$ cat src/rtl/stream_pooling_engine_pkg.sv
// Shared types and width helpers for the streaming pooling engine.
// Mode encoding, accumulator width and address width are derived here.
package pooling_pkg;

  typedef enum logic {
    MODE_AVG = 1'b0,
    MODE_MAX = 1'b1
  } pool_mode_e;

  // The accumulator must hold a full POOL x POOL sum of max-value pixels.
  function automatic int acc_w(input int resolution, input int pool);
    return resolution + 2 * $clog2(pool);
  endfunction

  function automatic int addr_w(input int n);
    return (n <= 1) ? 1 : $clog2(n);
  endfunction

endpackage

$ cat src/rtl/stream_pooling_engine_if.sv
// Pixel-in / pooled-pixel-out stream bundle with valid/ready on both sides.
// The slave modport is the pooling engine; the master modport is its environment.
interface stream_pooling_engine_if #(
  parameter int RESOLUTION = 8,
  parameter int AW         = 8
) ();
  logic                  mode;
  logic                  in_valid;
  logic                  in_ready;
  logic [RESOLUTION-1:0] in_pixel;
  logic                  out_valid;
  logic                  out_ready;
  logic [RESOLUTION-1:0] out_pixel;
  logic [AW-1:0]         out_addr;
  logic                  out_last;

  modport master (
    output mode, in_valid, in_pixel, out_ready,
    input  in_ready, out_valid, out_pixel, out_addr, out_last
  );

  modport slave (
    input  mode, in_valid, in_pixel, out_ready,
    output in_ready, out_valid, out_pixel, out_addr, out_last
  );
endinterface

$ cat src/rtl/stream_pooling_engine_row_buffer.sv
// One row of partial window results, one entry per output column.
// Presents the combined (sum or max) value for the addressed entry and the incoming pixel.
module pool_row_buffer
  import pooling_pkg::*;
#(
  parameter int RESOLUTION = 8,
  parameter int ACC_W      = 10,
  parameter int OW         = 14,
  parameter int IW         = 4
) (
  input  logic                  clk,
  input  logic                  we_i,
  input  logic [IW-1:0]         idx_i,
  input  logic                  init_i,
  input  pool_mode_e            mode_i,
  input  logic [RESOLUTION-1:0] pixel_i,
  output logic [ACC_W-1:0]      combined_o
);

  logic [ACC_W-1:0] mem_q [OW];
  logic [ACC_W-1:0] entry;
  logic [ACC_W-1:0] pix_ext;

  assign entry   = mem_q[idx_i];
  assign pix_ext = ACC_W'(pixel_i);

  always_comb begin
    if (mode_i == MODE_MAX) combined_o = (entry > pix_ext) ? entry : pix_ext;
    else                    combined_o = entry + pix_ext;
  end

  // NOTE: no reset on the storage array; every entry is overwritten at window start before it is read.
  always_ff @(posedge clk) begin
    if (we_i) mem_q[idx_i] <= init_i ? pix_ext : combined_o;
  end

endmodule

$ cat src/rtl/stream_pooling_engine.sv
// Streaming POOL x POOL average/max pooling over a raster pixel stream.
// Holds the raster counters, frame mode latch, handshake and the registered output slot.
module stream_pooling_engine
  import pooling_pkg::*;
#(
  parameter int RESOLUTION = 8,
  parameter int IMG_W      = 28,
  parameter int IMG_H      = 28,
  parameter int POOL       = 2
) (
  input logic                    clk,
  input logic                    reset,
  stream_pooling_engine_if.slave bus
);

  localparam int OW    = IMG_W / POOL;
  localparam int OH    = IMG_H / POOL;
  localparam int NOUT  = OW * OH;
  localparam int PL    = $clog2(POOL);
  localparam int SHIFT = 2 * PL;
  localparam int ACC_W = acc_w(RESOLUTION, POOL);
  localparam int CW    = addr_w(IMG_W);
  localparam int RW    = addr_w(IMG_H);
  localparam int IW    = addr_w(OW);
  localparam int AW    = addr_w(NOUT);

  logic [CW-1:0]         col_q, col_d;
  logic [RW-1:0]         row_q, row_d;
  pool_mode_e            mode_q, mode_d, mode_eff;
  logic                  out_valid_q, out_valid_d;
  logic [RESOLUTION-1:0] out_pixel_q, out_pixel_d;
  logic [AW-1:0]         out_addr_q, out_addr_d;

  logic                  accept, out_xfer, frame_start, win_start, win_end;
  logic [IW-1:0]         idx;
  logic [ACC_W-1:0]      combined;
  logic [RESOLUTION-1:0] result;

  assign bus.in_ready  = !out_valid_q || bus.out_ready;
  assign bus.out_valid = out_valid_q;
  assign bus.out_pixel = out_pixel_q;
  assign bus.out_addr  = out_addr_q;
  assign bus.out_last  = (out_addr_q == AW'(NOUT - 1));

  assign accept      = bus.in_valid && bus.in_ready;
  assign out_xfer    = out_valid_q && bus.out_ready;
  assign frame_start = (col_q == '0) && (row_q == '0);
  assign win_start   = (col_q[PL-1:0] == '0) && (row_q[PL-1:0] == '0);
  assign win_end     = (&col_q[PL-1:0]) && (&row_q[PL-1:0]);
  // The first pixel of a frame uses the live mode input; the rest use the latched copy.
  assign mode_eff    = frame_start ? pool_mode_e'(bus.mode) : mode_q;
  assign idx         = IW'(col_q >> PL);
  assign result      = (mode_eff == MODE_MAX) ? combined[RESOLUTION-1:0] : combined[ACC_W-1:SHIFT];

  pool_row_buffer #(
    .RESOLUTION (RESOLUTION),
    .ACC_W      (ACC_W),
    .OW         (OW),
    .IW         (IW)
  ) u_row_buffer (
    .clk        (clk),
    .we_i       (accept),
    .idx_i      (idx),
    .init_i     (win_start),
    .mode_i     (mode_eff),
    .pixel_i    (bus.in_pixel),
    .combined_o (combined)
  );

  // NOTE: every next-state variable takes its hold value first, so no path can infer a latch.
  always_comb begin
    col_d       = col_q;
    row_d       = row_q;
    mode_d      = mode_q;
    out_valid_d = out_valid_q;
    out_pixel_d = out_pixel_q;
    out_addr_d  = out_addr_q;

    if (accept) begin
      if (frame_start) mode_d = pool_mode_e'(bus.mode);
      if (col_q == CW'(IMG_W - 1)) begin
        col_d = '0;
        row_d = (row_q == RW'(IMG_H - 1)) ? '0 : row_q + 1'b1;
      end else begin
        col_d = col_q + 1'b1;
      end
    end

    if (out_xfer) begin
      out_valid_d = 1'b0;
      out_addr_d  = (out_addr_q == AW'(NOUT - 1)) ? '0 : out_addr_q + 1'b1;
    end
    // A window end arriving while the slot drains reloads it, so out_valid stays high.
    if (accept && win_end) begin
      out_valid_d = 1'b1;
      out_pixel_d = result;
    end
  end

  // NOTE: state registers use non-blocking assignments so all flops update together on the edge.
  always_ff @(posedge clk or negedge reset) begin
    if (!reset) begin
      col_q       <= '0;
      row_q       <= '0;
      mode_q      <= MODE_AVG;
      out_valid_q <= 1'b0;
      out_pixel_q <= '0;
      out_addr_q  <= '0;
    end else begin
      col_q       <= col_d;
      row_q       <= row_d;
      mode_q      <= mode_d;
      out_valid_q <= out_valid_d;
      out_pixel_q <= out_pixel_d;
      out_addr_q  <= out_addr_d;
    end
  end

endmodule

$ cat src/flat_wrapper.sv
// flat-port wrapper written by rule: the top's interface ports become plain ports
module stream_pooling_engine_flat import pooling_pkg::*;
#(
  parameter int RESOLUTION = 8,
  parameter int IMG_W      = 28,
  parameter int IMG_H      = 28,
  parameter int POOL       = 2
)
  (clk, reset, bus_mode, bus_in_valid, bus_in_pixel, bus_out_ready, bus_in_ready, bus_out_valid, bus_out_pixel, bus_out_addr, bus_out_last);
  stream_pooling_engine_if #(.RESOLUTION(RESOLUTION), .AW((addr_w(4)))) bus_i ();
  input logic clk;
  input logic reset;
  input wire logic [$bits(bus_i.mode)-1:0] bus_mode;
  input wire logic [$bits(bus_i.in_valid)-1:0] bus_in_valid;
  input wire logic [$bits(bus_i.in_pixel)-1:0] bus_in_pixel;
  input wire logic [$bits(bus_i.out_ready)-1:0] bus_out_ready;
  output wire logic [$bits(bus_i.in_ready)-1:0] bus_in_ready;
  output wire logic [$bits(bus_i.out_valid)-1:0] bus_out_valid;
  output wire logic [$bits(bus_i.out_pixel)-1:0] bus_out_pixel;
  output wire logic [$bits(bus_i.out_addr)-1:0] bus_out_addr;
  output wire logic [$bits(bus_i.out_last)-1:0] bus_out_last;
  assign bus_i.mode = bus_mode;
  assign bus_i.in_valid = bus_in_valid;
  assign bus_i.in_pixel = bus_in_pixel;
  assign bus_i.out_ready = bus_out_ready;
  assign bus_in_ready = bus_i.in_ready;
  assign bus_out_valid = bus_i.out_valid;
  assign bus_out_pixel = bus_i.out_pixel;
  assign bus_out_addr = bus_i.out_addr;
  assign bus_out_last = bus_i.out_last;
  stream_pooling_engine #(.RESOLUTION(RESOLUTION), .IMG_W(IMG_W), .IMG_H(IMG_H), .POOL(POOL)) u_core (.clk(clk), .reset(reset), .bus(bus_i));
endmodule
$ cat config.mk
export PLATFORM = sky130hd
export DESIGN_NAME = stream_pooling_engine_flat
export DESIGN_NICKNAME = d
export VERILOG_FILES = /design/src/rtl/stream_pooling_engine_pkg.sv /design/src/rtl/stream_pooling_engine_if.sv /design/src/rtl/stream_pooling_engine_row_buffer.sv /design/src/rtl/stream_pooling_engine.sv /design/src/flat_wrapper.sv
export SDC_FILE = /design/constraint.sdc
export NUM_CORES = 1
export LEC_CHECK = 0
export CORE_MARGIN = 2
export CORE_UTILIZATION = 25
export DETAILED_ROUTE_END_ITERATION = 12
export SETUP_SLACK_MARGIN = 0.5
export SLEW_MARGIN = 25
export SYNTH_ARGS = -nofsm -noshare
export SYNTH_HDL_FRONTEND = slang
export SYNTH_HIERARCHICAL = 1
export SYNTH_SLANG_ARGS = --single-unit
$ cat constraint.sdc
create_clock -name clk -period 5.5 [get_ports clk]
set_input_delay 0.55 -clock clk [delete_from_list [all_inputs] [get_ports clk]]
set_output_delay 0.55 -clock clk [all_outputs]
set_load 0.02 [all_outputs]
**Run 1: I/O pins on the die edge**

Scale: 2 px per um. Pins as bars across the die edge, other pins in gray.
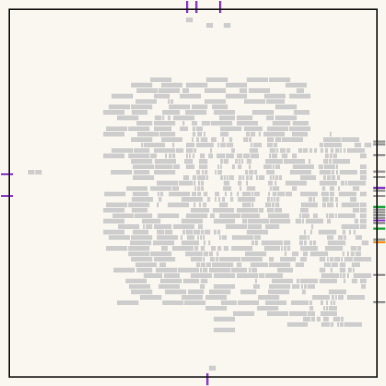
bus_in_ready -> orange  # pins 1, direction output, edge right
bus_out_addr -> green  # pins 2, direction output, edge right
bus_in_pixel -> purple  # pins 8, direction input, edge 3 top, 2 left, 2 right, 1 bottom
all pins by edge = 20 right, 3 top, 2 left, 1 bottom

**Run 1: metal 4**

Scale: 2 px per um. Supply wires on this layer in gray.
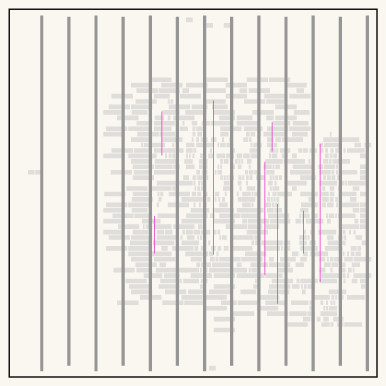
wire length on this layer = 327 um
longest straight run = 76.8 um

==> notes.md, run 1 <==
OpenROAD emitted warnings numbering 40. Pin placement for this block handled 26 I/O pins. The first global-routing pass estimated 27.8 mm of wire. The maximum frequency from static timing analysis was 0.222 GHz. The worst setup path is launched from a register.

The internal power of the cells totals 3.78 mW. Hold repair after CTS inserted 0 buffers. Detailed placement reports a standard cell area of 0.00881 mm^2. The final weighted congestion in routability-driven placement is 0.874, and the fraction of power spent switching nets is 0.383. The run gives 0.07 ns for the clock-pin slew of the registers on the worst-case setup and hold paths. Summing all flip-flop and latch instances after layout gives 0.00491 mm^2. The number of vias per cell works out to 4.70. The flow ran to the end, and the final reports show no timing, DRC or antenna violations. The part of the total power dissipated in sequential elements is 0.363. The combinational power share is 0.436. Once detail routing completed, the nets flagged for antenna violations numbered 0. Summing internal, switching and leakage power gives 6.13 mW.

The routed layout reports a DRC error count of 0. Entering global routing, the biggest net connects 44 pins. Initial core utilization: 0.254.

The layout report lists the multi-input gate area as 0.00288 mm^2. Before any placement, the netlist area is recorded as 0.00802 mm^2. The final timing report lists clock skew as 0.0126 ns.

Per the synthesis report, the number of distinct cell types is 63. For the placed cell count, the log shows 980. The overall global routing resource usage is 0.112. The type of the tightest min-delay check is register to register. Sorting the synthesized cells by area gives the leading types as edfxtp_1, dfrtp_1, mux4_2, ha_1, mux2i_1. The final timing report counts setup violations totalling 0. In the final design database the tool counted 636 nets. In this run the power density over the cells is 650 mW/mm^2. The initial antenna violation count was 0. The run gives 0.524 for the share of the synthesized area in the top cell type. Setup repair after global routing left no endpoint under its margin. Number of DRC markers after the initial detailed-route iteration: 476. Counting the warning lines in the Yosys log gives 6. The repair_antennas step left the layout with diodes totalling 0. The run gives 0.0335 mm^2 as the total die area. The worst setup path is captured at a register.

The tools report the number of cells in the finished layout apart from fillers as 1,012. TritonCTS built the clock tree. Global routing finished with a remaining overflow of 0. The sum of negative setup slack was 0 ns; the share of final-layout standard cells stronger than drive strength 1 was 0.177. After layout, the minimum clock period comes to 4.50 ns.

The run gives 17.8 mm for the total wirelength of the detailed-routed design. The floorplan die width works out to 183 um.
**Run 1: layout detail**

Window x 112 to 162, y 112 to 162 um. Cells in gray, sequential cells in the stronger gray; small squares are vias.
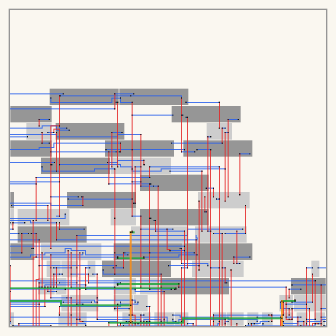
M1 -> blue
M2 -> red
M4 -> orange
M3 -> green
cells with their middle in the window = 54
sequential cells in the window = 18
netlist names of flops here include = u_core/u_row_buffer/mem_q (17), u_core/bus.out_pixel (1)
most frequent = edfxtp_1 (17), mux4_2 (4), nand3_1 (3)

run 1: path summary, 6_finish.rpt:
| kind | start | to | slack, ns | cells after the start |
|---|---|---|---|---|
| worst max-delay path | u_core/col_q[1] | u_core/u_row_buffer/mem_q[0][1] | 1.00 | 14 |
| worst min register to register | u_core/out_addr_q[7] | u_core/out_addr_q[7] | 0.49 | 1 |
| max in group asynchronous | reset | u_core/col_q[1] | 4.70 | 2 |
| min in group asynchronous | reset | u_core/out_addr_q[4] | 0.50 | 2 |
| worst min-delay path | u_core/out_addr_q[7] | u_core/out_addr_q[7] | 0.49 | 1 |
| worst max register to register | u_core/col_q[1] | u_core/u_row_buffer/mem_q[0][1] | 1.00 | 14 |
run 1: worst max-delay path, stage by stage (launching register included):
cell      delay (ns)
dfrtp_4         0.67
buf_12          0.22
mux4_2          0.51
mux2i_1         0.17
nor2_1          0.06
a21oi_1         0.30
inv_1           0.17
ha_1            0.33
a21o_1          0.19
a221oi_1        0.29
o211a_1         0.42
buf_4           0.28
nor3_1          0.07
a31oi_1         0.16
nand2_1         0.29
run 1: per-layer routing:
layer	vias to the layer above	part of all wire	global-route usage
met4	0	0.018	0.0390
met3	24	0.045	0.0207
met1	2382	0.46	0.154
met5	-	0	0
met2	132	0.48	0.177
li1	2215	-	-
run 1: power groups by stage:
| stage | Clock (mW) | Sequential (mW) | Combinational (mW) |
|---|---|---|---|
| after floorplan | 0 | 2.14 | 1.97 |
| after global placement | 0 | 2.25 | 2.62 |
| after detailed placement | 0 | 2.25 | 2.64 |
| after CTS | 1.26 | 2.23 | 2.65 |
| after global routing | 1.31 | 2.26 | 2.96 |
| final | 1.23 | 2.23 | 2.67 |
run 1: synthesized netlist by cell type, types with 8 or more instances:
cell type / count
nand4_1: 9
nand3_1: 14
dfrtp_1: 28
mux2i_1: 20
buf_2: 8
mux4_2: 27
ha_1: 25
mux2_2: 8
a31oi_1: 9
a21oi_1: 30
nand2b_1: 8
inv_1: 24
edfxtp_1: 140
nor2_1: 51
clkbuf_1: 8
nor3_1: 13
nand2_1: 31
run 1: layout make-up:
cell class	count	area share
Sequential cell	168	0.520
Multi-Input combinational cell	337	0.304
Tap cell	402	0.0533
Timing Repair Buffer	48	0.0474
Clock buffer	18	0.0454
Clock inverter	14	0.0193
Inverter	25	0.00994
run 1: flip-flops by register name, summed over array words and instances (netlist names):
register                   count
u_core/bus.out_valid           1
u_core/row_q                   5
u_core/u_row_buffer/mem_q    140
u_core/out_addr_q              8
u_core/col_q                   5
u_core/bus.out_pixel           8
u_core/mode_q                  1
run 1: cell families after synthesis:
family,count (synthesis),synth area share
simple gates,151,0.0964
fa+ha+maj,26,0.0415
flops,168,0.612
buf+inv,54,0.0351
compound gates,84,0.0683
xor+xnor,12,0.0131
mux,64,0.134
run 1: repair_timing:
| item | in CTS | in global routing |
|---|---|---|
| setup endpoints to repair | 0 | 70 |
| resized | 0 | 3 |
| endpoints found under the hold margin | 0 | 0 |
**Run 1: the metal 3 layer**

Scale: 2 px per um.
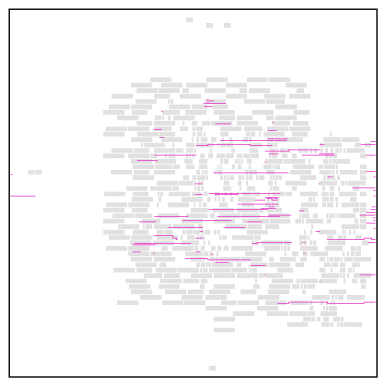

==> inputs of run 2 (changes only) <==
==> constraint.sdc (replaced) <==
create_clock -name clk -period 3.74 [get_ports clk]
set_input_delay 0.374 -clock clk [delete_from_list [all_inputs] [get_ports clk]]
set_output_delay 0.374 -clock clk [all_outputs]
set_load 0.02 [all_outputs]
**Run 2: the metal 3 layer**

Scale: 2 px per um.
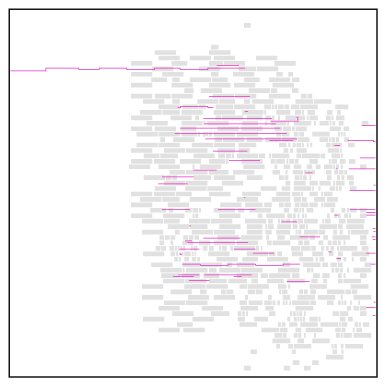
wire length on this layer = 863 um
main direction = horizontal

==> run 2 against run 1 <==
Against the previous run:
- the run now ends with negative setup slack left
- first-iteration DRC count fell by 8.2%
- worst hold slack got worse by 0.15 ns
- critical path depth did not move
- final area rose by 9.8%
- maximum frequency rose by 16%
- combinational power rose by 130%
- register-to-register slack got worse by 1.2 ns
- sequential power rose by 39%
- setup slack got worse by 1.2 ns
- die size did not move
- critical path type unchanged
- via count rose by 4.0%
- clock-buffer cell count fell by 1
==> notes.md, run 2 <==
The run finished, with violations left. The checks that failed: negative setup slack. The top-level port count came out at 26 (unchanged). STA classifies the critical path startpoint as a register. Overall global routing resource usage: 0.113 (+0.00120). The run gives 28.3 mm (+1.7%) for the global-route wire length before repair.

The number of hold buffers added after CTS was 0 (unchanged). With the number of flip-flops under the largest register name at 140 (unchanged), the area fraction in mux cells is 0.134 (unchanged). In the post-synthesis netlist, the cell with the most instances is edfxtp_1. The remaining number of nets flagged by the antenna check after routing was 0 (unchanged).

With the cell area after placement at 0.00927 mm^2 (+5.3%), the area fraction in full adders, half adders and majority gates is 0.0415 (unchanged). Setup repair after global routing could not meet its margin everywhere. With the final-report setup violation count at 112 (+112), the fraction of power spent switching nets is 0.386 (+0.00251).

The cell sequence reported for the critical path is buf_12, buf_6, mux4_2, mux4_2, ha_4, a211oi_2, o21ai_1, a221oi_2, o211a_4, buf_8, nor3_1, a31oi_2, buf_6, nand2_4. TritonCTS built the clock tree. The share of final-layout standard cells stronger than drive strength 1 was 0.329 (+0.152); the fraction of the mapped netlist area in simple logic gates was 0.0964 (unchanged).

The logs give -8.70 ns (-8.70 ns) for the sum of negative setup slack and 0.282 (-0.081) for the part of the total power dissipated in sequential elements. The run gives 0.0683 (unchanged) for the complex-gate fraction of the synthesized area. The setup slack after layout is -0.150 ns, and the number of vias per cell is 4.65 (-1.1%).

The tools report the yosys warning tally as 6 (unchanged). The biggest combinational cell group after synthesis is multiplexers. In this design, the largest share of critical-path delay is due to AND-OR/OR-AND gates. For the number of DRC markers after the initial detailed-route iteration, the log shows 437 (-8.2%). The run gives 18.7 mm (+4.7%) for the total wirelength of the detailed-routed design.

The netlist area before placement came out at 0.00802 mm^2 (unchanged). The register with the highest flop count was u_core/u_row_buffer/mem_q. The tally of OpenROAD warnings works out to 43 (+7.5%).

The delay of the slowest cell on the worst path came out at 0.55 ns (-0.12 ns). With the synthesized-area fraction occupied by xor and xnor cells at 0.0131 (unchanged), the combinational power share is 0.556 (+0.120). The floorplan die width was 183 um (unchanged). The count of distinct cell types in the synthesized netlist came out at 63 (unchanged). The main area contributors are edfxtp_1, dfrtp_1, mux4_2, ha_1, mux2i_1. The tools report the pin count of the biggest net entering global routing as 34 (-23%).
[run 2: layout make-up]
class                           count  area (um^2)  area share
Clock inverter                     15          184      0.0177
Clock buffer                       17          425      0.0410
Inverter                           25         93.8     0.00905
Timing Repair Buffer               98          995      0.0959
Tap cell                          402          503      0.0485
Multi-Input combinational cell    339         3260       0.315
Sequential cell                   168         4910       0.473
[run 2: kinds of logic (layout without fill, tap and decap cells)]
group / after synthesis / in the layout
adder cells (fa/ha/maj): 26 / 26
multiplexers: 64 / 64
XOR/XNOR: 12 / 12
flip-flops: 168 / 168
buffers and inverters: 54 / 155
AND-OR/OR-AND: 84 / 84
AND/OR/NAND/NOR: 151 / 153
[run 2: stage by stage]
step                      total power [mW]  setup WS, ns  hold WS, ns  utilization  instances
after global routing                  11.6        -0.242        0.417        0.329       1064
after CTS                             10.4        0.0287        0.370        0.319       1052
after detailed placement              8.12        -0.114        0.477        0.294       1012
after floorplan                       6.48         0.148       0.0784            -        559
after global placement                8.08        -0.108        0.469        0.294       1012
final                                 11.0        -0.150        0.339        0.329       1064
[run 2: path summary, 6_finish.rpt]
| path | end | slack (ns) | depth (start not counted) | start |
|---|---|---|---|---|
| setup / recovery | u_core/u_row_buffer/mem_q[12][4] | -0.15 | 14 | u_core/col_q[1] |
| hold / removal | u_core/out_addr_q[2] | 0.34 | 1 | reset |
| setup reg to reg | u_core/u_row_buffer/mem_q[12][4] | -0.15 | 14 | u_core/col_q[1] |
| hold reg to reg | u_core/out_addr_q[7] | 0.48 | 1 | u_core/out_addr_q[7] |
| max in group asynchronous | u_core/col_q[2] | 2.80 | 2 | reset |
| min in group clk | u_core/out_addr_q[7] | 0.48 | 1 | u_core/out_addr_q[7] |
[run 2: power groups by stage]
stage	Sequential [mW]	Combinational (mW)	Clock, mW
6_report	3.09	6.09	1.77
5_1_grt	3.13	6.55	1.89
4_1_cts	3.10	5.46	1.81
3_5_place_dp	3.14	4.98	0
3_3_place_gp	3.13	4.95	0
2_1_floorplan	3.15	3.34	0
[run 2: per-layer routing]
metal	up-vias	GRT usage	wire [um]	share of wire
met5	-	0	0	0
met4	0	0.0336	246	0.013
met3	17	0.0330	863	0.046
met2	98	0.188	9290	0.50
met1	2513	0.142	8270	0.44
li1	2315	-	-	-
[run 2: timing repair]
| action | 4_1_cts | 5_1_grt |
|---|---|---|
| pin swaps | 5 | 25 |
| endpoints found under the setup margin | 148 | 148 |
| setup buffers | 6 | 10 |
| resized | 16 | 39 |
| gates cloned | 2 | 2 |
No activity file was given, so power comes from the tool's default toggle rates.
